`config.mk`:
```
export PLATFORM = sky130hd
export DESIGN_NAME = hazard_fwd_sel
export DESIGN_NICKNAME = d
export VERILOG_FILES = /design/src/rtl/mips_pkg.sv /design/src/rtl/hazard_fwd_sel.sv
export SDC_FILE = /design/constraint.sdc
export NUM_CORES = 1
export LEC_CHECK = 0
export CAP_MARGIN = 10
export CORE_UTILIZATION = 31
export DETAILED_ROUTE_END_ITERATION = 8
export GPL_TIMING_DRIVEN = 0
export PLACE_DENSITY = 0.81
export SLEW_MARGIN = 15
export SYNTH_ARGS = -nofsm -noshare
export SYNTH_HDL_FRONTEND = slang
export SYNTH_SLANG_ARGS = --single-unit
```
`constraint.sdc`:
```
create_clock -name vclk -period 2
set_input_delay 0.3 -clock vclk [all_inputs]
set_output_delay 0.3 -clock vclk [all_outputs]
set_load 0.02 [all_outputs]
```
`src/rtl/mips_pkg.sv`:
```
// Shared MIPS pipeline encodings: result-source classes, ID forwarding-mux codes
// and the destination tag carried down the hazard controller's private pipeline.
package mips_pkg;

  typedef enum logic [1:0] {
    WSRC_ALU = 2'd0,
    WSRC_MEM = 2'd1,
    WSRC_PC8 = 2'd2,
    WSRC_EXT = 2'd3
  } wsrc_e;

  typedef enum logic [2:0] {
    FWD_GPR      = 3'd0,
    FWD_EXT_EX   = 3'd1,
    FWD_EXT_MEM  = 3'd2,
    FWD_ALU_MEM  = 3'd3,
    FWD_EXT_WB   = 3'd4,
    FWD_ALU_WB   = 3'd5,
    FWD_MEMRD_WB = 3'd6
  } fwd_e;

  typedef struct packed {
    logic       v;
    logic [4:0] A3;
    wsrc_e      wsrc;
  } tag_t;

  function automatic logic tag_hit(input tag_t t, input logic [4:0] r);
    return t.v && (t.A3 != 5'd0) && (t.A3 == r);
  endfunction

endpackage

```
`src/rtl/hazard_fwd_sel.sv`:
```
// Per-operand forwarding decision: nearest live producer wins (EX > MEM > WB);
// results not yet available at that stage request a stall instead of a code.
module hazard_fwd_sel
  import mips_pkg::*;
(
  input  logic [4:0] r,
  input  logic       use_r,
  input  tag_t       tag_ex,
  input  tag_t       tag_mem,
  input  tag_t       tag_wb,
  output fwd_e       code,
  output logic       stall
);

  always_comb begin
    code  = FWD_GPR;
    stall = 1'b0;
    if (use_r && (r != 5'd0)) begin
      if (tag_hit(tag_ex, r)) begin
        if (tag_ex.wsrc == WSRC_EXT) code  = FWD_EXT_EX;
        else                         stall = 1'b1;
      end else if (tag_hit(tag_mem, r)) begin
        case (tag_mem.wsrc)
          WSRC_EXT: code  = FWD_EXT_MEM;
          WSRC_ALU: code  = FWD_ALU_MEM;
          default:  stall = 1'b1;
        endcase
      end else if (tag_hit(tag_wb, r)) begin
        // jal in WB: the GPR holds the link value on the next read
        case (tag_wb.wsrc)
          WSRC_EXT: code  = FWD_EXT_WB;
          WSRC_ALU: code  = FWD_ALU_WB;
          WSRC_MEM: code  = FWD_MEMRD_WB;
          default:  stall = 1'b1;
        endcase
      end
    end
  end

endmodule

```
Fig. 1: run 1, M1 wires
Scale: 12 px per um. Supply wires on this layer in gray.
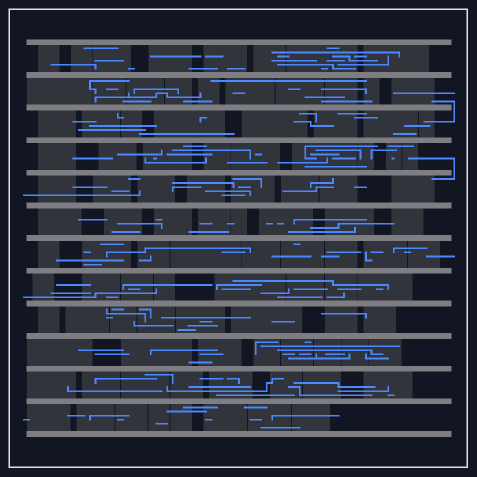
main direction: horizontal
share of all routed wire: 39%
nets with wire on the layer: 105
global routing usage on met1: 24.0%
via count: 565

Fig. 2: run 1, the metal 2 layer
Scale: 12 px per um.
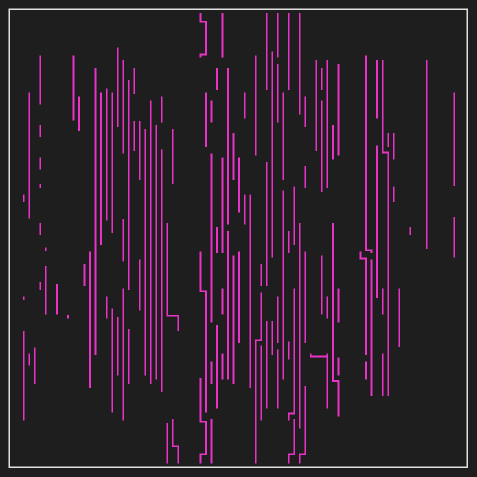
longest straight run: 23.8 um
main direction: vertical
wire length on this layer: 834 um
share of all routed wire: 58%

==> COMMIT_EDITMSG, run 1 <==
Refresh implementation metrics

* Outcome: finished with violations
* Violated checks: negative setup slack
* Total negative slack for setup checks: -0.470 ns
- Endpoints failing hold: 0
* Nature of the critical path startpoint: input port
- Counting only logic cells after layout, the most numerous master is sky130_fd_sc_hd__buf_4.
* Kind of critical path: input port to output port
* Most frequently placed logic cells in the final layout: 15 x sky130_fd_sc_hd__buf_4, 10 x sky130_fd_sc_hd__xnor2_1, 9 x sky130_fd_sc_hd__clkdlybuf4s50_1
- Avg Synthesized Cell Area: approximately 7.5 um2
- The synthesized netlist devotes 16.1% of its cell area to compound gates.
* Number of cell instances after yosys synthesis: 54
* Synth Instances: 54
- Final-layout non-clock buffer area share: between 40 and 50%
* Resized cells post-CTS: 80
- Cell variety after synth: 27
- Including well taps, the total number of placed cells is 101.
* Switching pwr: 0.0000669 W
- Post-CTS setup-driven buffer insertion count: 11
- Layout overhead on the synthesized area: 129%
* Worst setup path end: stall
- Worst hold slack: 1.17 ns
- Hold Path Sink: code[2]
* Most congested layer reported by global routing: met2
* Critical path required time: 1.70 ns
- Sequential power for this build is 0 W.
* Final-report setup violation count: 4
- Power in combinational cells: around 0.00017 W
* Area fraction in and, or, nand and nor cells after synthesis: 40.4%
- Final Worst Setup Slack: -0.164 ns
- Across all checked pins, the minimum headroom to the slew limit is 70.5%.
- Post-route core utilization: approximately four fifths
- The final antenna diode tally reported by the flow is 0.
- Per the breakdown, switching nets consume 39.9% of all power.
* Fill cell instance count of the final layout: 88
* Log Warnings: 35
- Combinational Area: between 400 and 500 um2
- For this run, the detailed router reports a per-instance via density of roughly 5.
* Area fraction of the dominant cell type after synthesis: between 20% and 30%
- Clock buffers in the final layout number 0.
* Count of boundary I/O pins: 34
- Relative contribution of combinational cells to total power: 100.0%
* Setup repair after global routing missed its margin: yes
- The clock network is responsible for 0% of the overall power.
- Global routing used 20.9% of the available tracks across all layers.
- First drt pass iteration count: 2
- Timing analysis after detailed placement gives a worst setup slack of -1.10 ns.
* Ordered cell list for the critical path: buf_8 -> or4_4 -> a21oi_4 -> or3_4 -> mux2_4 -> o21a_4 -> buf_6
- Across the whole layout, storage elements make up 0% of the cell area.
- In the synthesized netlist, the dominant kind of combinational cell is simple AND/OR/NAND/NOR gates.
* Critical path's top delay family: simple AND/OR/NAND/NOR gates
* Met3 WL post-DR: 51 um
- According to the cell report, flip-flops and latches in the layout number 0.
* Min-delay worst type: input port to output port
- GRT met2 Usage: 43.6%
- Counting instances, the worst hold path has a depth of 6.
- In this run the tool buffered the top-level ports with 33 buffer cells.
* Commonest cells in the synthesized netlist: 13 x sky130_fd_sc_hd__xnor2_1, 4 x sky130_fd_sc_hd__nor2_1, 4 x sky130_fd_sc_hd__or4_1
* Critical path origin: r[0]
* Vias in the first global route: about 560
- In the synthesized netlist, mux cells make up 6.52% of the area.
- The detail route stage leaves a number of antenna-violating nets equal to 0.
* Area used by sequential logic in the layout: 0 um2
* Routability congestion estimate: 0.716
- The main area contributors are sky130_fd_sc_hd__xnor2_1 28%, sky130_fd_sc_hd__or4_1 7.5%, sky130_fd_sc_hd__nor3_2 5.0%.
- Routed WL per cell: ~13 um
- Total cell area reported by yosys after synthesis: 403 um2
- Static timing analysis puts the maximum clock frequency at around 460 MHz.
* Inserted tap cell count: 14
* Global-route wire length before repair: approximately 2300 um
- Once detailed placement completed, the half-perimeter wirelength came to 941 um.
* Sequential-to-total area share from yosys stat: 0%
- On the worst path, the slowest cell contributes a delay of 0.55 ns.
* Time the final worst path needs with I/O delays and setup: 2.16 ns
* Die Height: 38.1 um
- Counting buffers and inverters, the worst setup path is 7 cells deep.
- Main power-consuming group: combinational cells
Fig. 3: run 1, the metal 3 layer
Scale: 12 px per um.
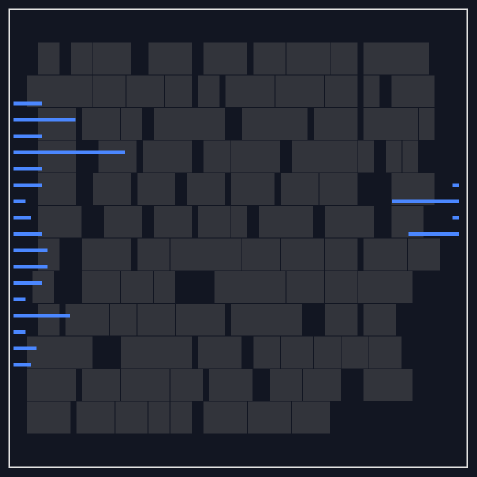
main direction: horizontal
longest straight run: 9.00 um
wire length on this layer: 51.3 um
share of all routed wire: 3.5%
nets with wire on the layer: 21
total wire length after detailed routing: 1450 um
M3 GR Usage: 0.581%

==> run 2: changes to the inputs <==
Settings changed: ABC_CLOCK_PERIOD_IN_PS from default to 2000.
==> COMMIT_EDITMSG, run 2 <==
Refresh implementation metrics

- The final antenna diode tally reported by the flow is 0.
* Violated checks: negative setup slack
- Across all hold checks on the routed design, the worst slack comes to 1.17 ns.
- On the worst path, the slowest cell contributes a delay of 0.55 ns.
- Via density per instance: 4.91
- Routed WL per cell: 12.6 um
- The run finished, with violations left.
- Of the post-synthesis cell area, the dominant cell type holds 28.3%.
* Layout clock buffers: 0
- In this design, the largest share of critical-path delay is due to simple AND/OR/NAND/NOR gates.
- Total negative slack for setup checks: -0.470 ns
* Cell variety after synth: 27
- Top cell excl fill/tap: sky130_fd_sc_hd__buf_4
- Via count: between 500 and 600
- From synthesis to final layout, the design area changed by 129%.
- Global-route wire length before repair: 2270 um
* Power in combinational cells: 0.000167 W
* Min-delay worst type: input port to output port
- Yosys reports that the most numerous cell types are 13 x sky130_fd_sc_hd__xnor2_1, 4 x sky130_fd_sc_hd__nor2_1, 4 x sky130_fd_sc_hd__or4_1.
* Die Height: ~38 um
- WP depth: 7
* Multiplexer fraction of the synthesized cell area: approximately 6.5%
- First drt pass iteration count: 2
* Main power-consuming group: combinational cells
* Met3 WL post-DR: roughly 51 um
- Routing resource usage on met3 recorded by global route was 0.581%.
* Final-report setup violation count: 4
- Yosys shows that the main logic family after synthesis is simple AND/OR/NAND/NOR gates.
- After clock tree synthesis, the repair step resized 80 gates.
* Number of cell instances after yosys synthesis: 54
- Area used by sequential logic in the layout: 0 um2
- Leading cell types by total area after synthesis: sky130_fd_sc_hd__xnor2_1 28%, sky130_fd_sc_hd__or4_1 7.5%, sky130_fd_sc_hd__nor3_2 5.0%
- For this run, global-route usage on met2 was measured as 43.6%.
- Total Routing Usage GR: 20.9%
* Tally of buffers added on design ports: 33
* Final Worst Setup Slack: -0.164 ns
* Max_slew headroom: 70.5%
- Sequential portion of the cell area: 0%
- Kind of critical path: input port to output port
- Fill cell instance count of the final layout: between 80 and 90
* Cell Count Post-Placement: 101
- The global routing report lists met1 layer usage as between 20% and 30%.
- Number of sequential cells in the layout: 0
- Endpoints failing hold: 0
* Critical path origin: r[0]
- Hold Path Sink: code[2]
- Maximum operating frequency: ~460 MHz
- Detailed placement ended at an HPWL of 941 um.
- Ao+oa area frac: 16.1%
- OpenROAD emitted warnings numbering 35.
* Count of boundary I/O pins: 34
* Switching share of total power: 39.9%
- For reference, simple AND, OR, NAND and NOR cells occupy 40.4% of the area reported after synthesis.
- Synth Instances: roughly 54
- Setup repair after global routing could not meet its margin everywhere.
* Worst setup path end: stall
- Sequential-to-total area share from yosys stat: 0%
- The switching component of the power was reported as 0.0000669 W.
- Inserted tap cell count: 14
- RePlAce ended its routability-driven mode at a weighted congestion of about 0.7.
Fig. 4: run 2, congestion heat map
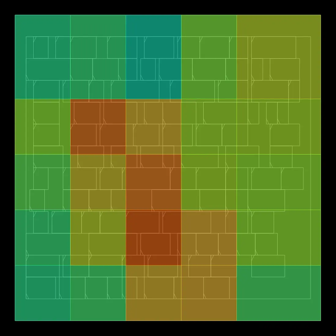
post-route core utilization: 79.7%
most congested layer reported by global routing: met2

Power figures rest on the tool's default switching activity, not on a simulated workload.
